==> config.mk <==
export PLATFORM = sky130hd
export DESIGN_NAME = seg7_scan_decoder
export DESIGN_NICKNAME = d
export VERILOG_FILES = /design/src/rtl/seg7_pkg.sv /design/src/rtl/seg7_pattern_decode.sv /design/src/rtl/seg7_scan_decoder.sv
export SDC_FILE = /design/constraint.sdc
export NUM_CORES = 1
export LEC_CHECK = 0
export CORE_MARGIN = 4
export CORE_UTILIZATION = 58
export CTS_CLUSTER_SIZE = 25
export DETAILED_ROUTE_END_ITERATION = 8
export GPL_TIMING_DRIVEN = 0
export PLACE_DENSITY = 0.94
export SYNTH_ARGS = -nofsm -noshare
export SYNTH_HDL_FRONTEND = slang
export SYNTH_SLANG_ARGS = --single-unit
==> constraint.sdc <==
create_clock -name clk -period 6.1 [get_ports clk]
set_input_delay 1.22 -clock clk [delete_from_list [all_inputs] [get_ports clk]]
set_output_delay 1.22 -clock clk [all_outputs]
set_load 0.02 [all_outputs]
run_1/clock_map.png
Bar = 20 um.
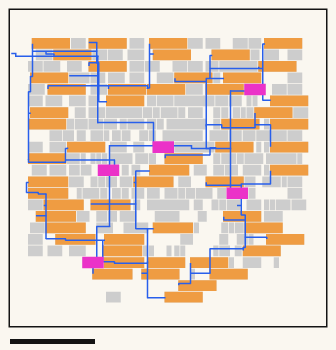
Magenta stands for cells driving clock nets, count 5. Orange stands for flip-flops, count 54. Blue stands for clock wires, length 582 um.
Position of the flops: all over the die. There are 6 routed clock nets.
source-to-sink clock delay at the later pin of the worst-skew pair: 0.32 ns
setup clock skew after layout: 0.01780 ns
clock network power consumption: 0.000238 W

run_1/final_clocks.png
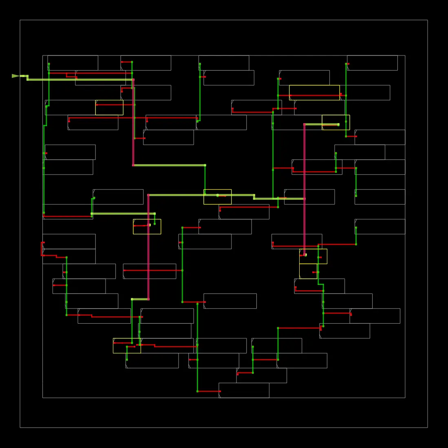
Num Clock Sinks: 54
Layout clock buffers: 7

run_1/zoom.png
Window x 41 to 71, y 4 to 34 um. Cells in gray, sequential cells in the stronger gray; small squares are vias.
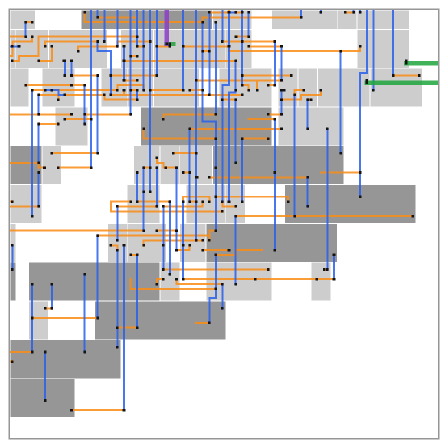
Green stands for met3. Blue stands for met2. Orange stands for met1. Purple stands for met4.
Sequential cells in the window: 7. Most frequent: dfrtp_1 (7), nand4_1 (4), inv_1 (4). 39 logic cells have their middle in the window.

run_1/registers.png
Bar = 20 um. Other sequential cells in the stronger gray, the rest of the logic in the fainter gray.
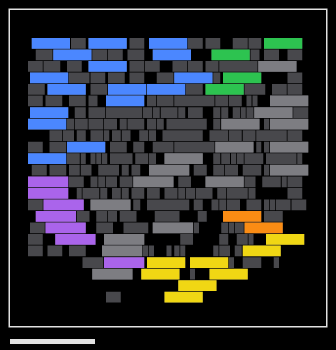
Orange stands for fsm_state, flops 2. Blue stands for value, flops 16. Purple stands for smp_seg, flops 7. Green stands for digit_valid, flops 4. Yellow stands for cnt, flops 8.
Another 17 sequential cells are not colored.
final design utilization: 75.72%
P_seq: 0.000381 W

==> summary.txt <==
Observations from the implementation run.

Finish:
- The run gives the total area of multi-input combinational cells as 1099 um2.
- The run gives the proportion of layout cells with a drive suffix above 1 as 26.21%.
- The run puts the fill cell total of the finished layout at 256.
- In the layout the commonest cells are 40 x dfrtp_1, 36 x clkdlybuf4s50_1, 16 x mux2_2, 15 x nand3_1, 14 x dfstp_2.

Power and ir drop:
- The run puts the leakage power at 1.388 nW.
- The flow reports that combinational logic draws 10.6% of the design power.
- The power report attributes to the clock group a share of 34.4%.

Yosys:
- The run gives the synthesis-stage register bit count as 54.
- Yosys reported that registers with async set or reset make up 100.0%.
- The run puts the number of enable-type register cells in the synthesized netlist at 0.
- A synthesized cell averages roughly 13 um2.
- The run gives the cell area after synthesis as 2564 um2.
- The run gives the fraction of post-synthesis cell area in the top cell type by area as 39.04%.
- The main area contributors are dfrtp_1 39%, dfstp_2 14%, mux2_2 7.0%.
- For this run, the chip area from Yosys synthesis comes to 2564 um2.
- The run puts the portion of the post-synthesis area used by sequential elements at 53.39%.
- Per the post-synthesis report, the number of cells in the design is 199.
- The run gives the tally of yosys warning messages as 0.
- The run gives the dominant register cell as dfrtp_1.

Clock network:
- The cell sitting at the root of the clock tree is a clkbuf_8.
- The number of setup buffers added after CTS is 0.
- The run puts the register clock-pin slew on the reported worst setup and hold paths at 0.11 ns.
- The run puts the total number of H-tree levels at 2.
- CTS reports a maximum clock tree buffer depth of 2.

Timing:
- The run gives the final critical delay including setup and external delays as between 3 and 4 ns.
- The run gives the worst-case headroom to the max-slew limit as 44.34%.
- The run gives the number of failing setup endpoints in the final timing report as 0.
- The run puts the final-report hold violation count at 0.
- The run gives the final total negative setup slack as 0 ns.

Critical path:
- The run gives the kind of start point of the critical path as a flop.
- The run gives the critical path buffer and inverter count as 2.
- The run gives the signal arrival time at the worst endpoint as 3.83 ns.
- The setup path with the least slack is of type flop to flop.
- The worst setup path is captured at a flop.
- The run puts the required time of the critical path at 6.32 ns.
- The run gives the library cell contributing the largest single delay on the critical path as fa_1.
- The run gives the cell depth of the worst setup path as 10.
- The run gives the kind of cell with the highest combined delay on the critical path as simple AND/OR/NAND/NOR gates.

Routing:
- The script logs the mean routed wire length per placed instance as approximately 16 um.
- The run gives the mean number of vias per cell as 5.842.
- The run gives the count of routing violations after the opening detailed-route iteration as 105.
- The run puts the number of detailed-routing iterations run before antenna repair at 4.
- The run gives the remaining antenna violation count as 0.

Status:
- The flow ran to the end, and the final reports show no timing, DRC or antenna violations.

Placed design:
- The run gives the final weighted congestion of routability-driven global placement as 0.7671.
- The buffer_ports step reported a buffer count of 36.

Run:
- The number of warnings reported in the stage logs is 28.
- The run gives the number of maximum-capacitance violations as 0.

Floorplan:
- Pin placement for this block handled 37 I/O pins.
- The run puts the floorplan core area at between 4000 and 5000 um2.
- The run gives the area of the die as about 5500 um2.
- The floorplan step set the die height to between 70 and 80 um.
- The run gives the share of the core filled by cells before placement as 61.87%.

Global route:
- The run puts the remaining global-route overflow at 0.
- The run puts the via count of the first global-routing pass at 1783.
- The initial antenna violation count came to 0.
## run 1: cells in the mapped netlist (all sizes together) (2+ instances only)
| master | instances |
|---|---|
| dfrtp | 40 |
| and3b | 3 |
| inv | 12 |
| nor3 | 4 |
| ha | 4 |
| nor2b | 2 |
| o21a | 2 |
| nand2 | 4 |
| dfstp | 14 |
| nand3 | 15 |
| nor3b | 6 |
| a21oi | 2 |
| nand4 | 5 |
| nand2b | 3 |
| nor4 | 3 |
| buf | 7 |
| xnor2 | 13 |
| a311oi | 4 |
| mux2 | 16 |
| o21ai | 4 |
| a31oi | 2 |
| a21o | 4 |
| nor4b | 4 |
| and2 | 3 |
| nor2 | 8 |
| or4 | 2 |
## run 1: power groups by stage
stage	Combinational, W	Clock, W	Sequential [W]
6_report	0.0000734	0.000238	0.000381
5_1_grt	0.0000807	0.000255	0.000383
4_1_cts	0.0000738	0.000241	0.000382
3_5_place_dp	0.0000731	0	0.000388
3_3_place_gp	0.0000688	0	0.000388
2_1_floorplan	0.0000494	0	0.000387
## run 1: per-layer routing
layer | share of wire [%] | wire (um) | GRT usage [%]
met5 | 0 | 0 | 0
met4 | 1.3 | 65 | 6.522
met3 | 5.9 | 288 | 4.054
met2 | 52 | 2564 | 33.76
met1 | 40 | 1985 | 23.95
## run 1: through the flow
stage	std cells	setup slack (ns)	instance area, um2	hold slack (ns)	total power [W]
4_1_cts	298	2.486	3138	0.3858	0.0006963
2_1_floorplan	203	2.956	2579	0.3637	0.0004366
3_5_place_dp	290	2.481	3022	0.3715	0.0004612
6_report	298	2.492	3138	0.3855	0.0006933
5_1_grt	298	2.207	3138	0.3954	0.0007193
3_3_place_gp	289	2.585	3002	0.3681	0.0004564
## run 1: kinds of logic after synthesis
logic type	count (synthesis)	synth area share (%)
AND/OR/NAND/NOR	67	17.18
flip-flops	54	53.39
AND-OR/OR-AND	22	9.077
buffers and inverters	20	4.343
multiplexers	16	7.028
XOR/XNOR	14	6.101
adder cells (fa/ha/maj)	5	2.733
other	1	0.1463
## run 1: layout make-up
class / count / area share (%)
buffer: 8 / 2.113
clock buffer: 7 / 3.429
clock inverter: 1 / 0.2791
inverter: 12 / 1.435
multi-input combinational: 129 / 35.01
sequential: 54 / 43.62
tap: 50 / 1.994
timing repair buffer: 37 / 12.12
Power is estimated from default activity; no workload was simulated.
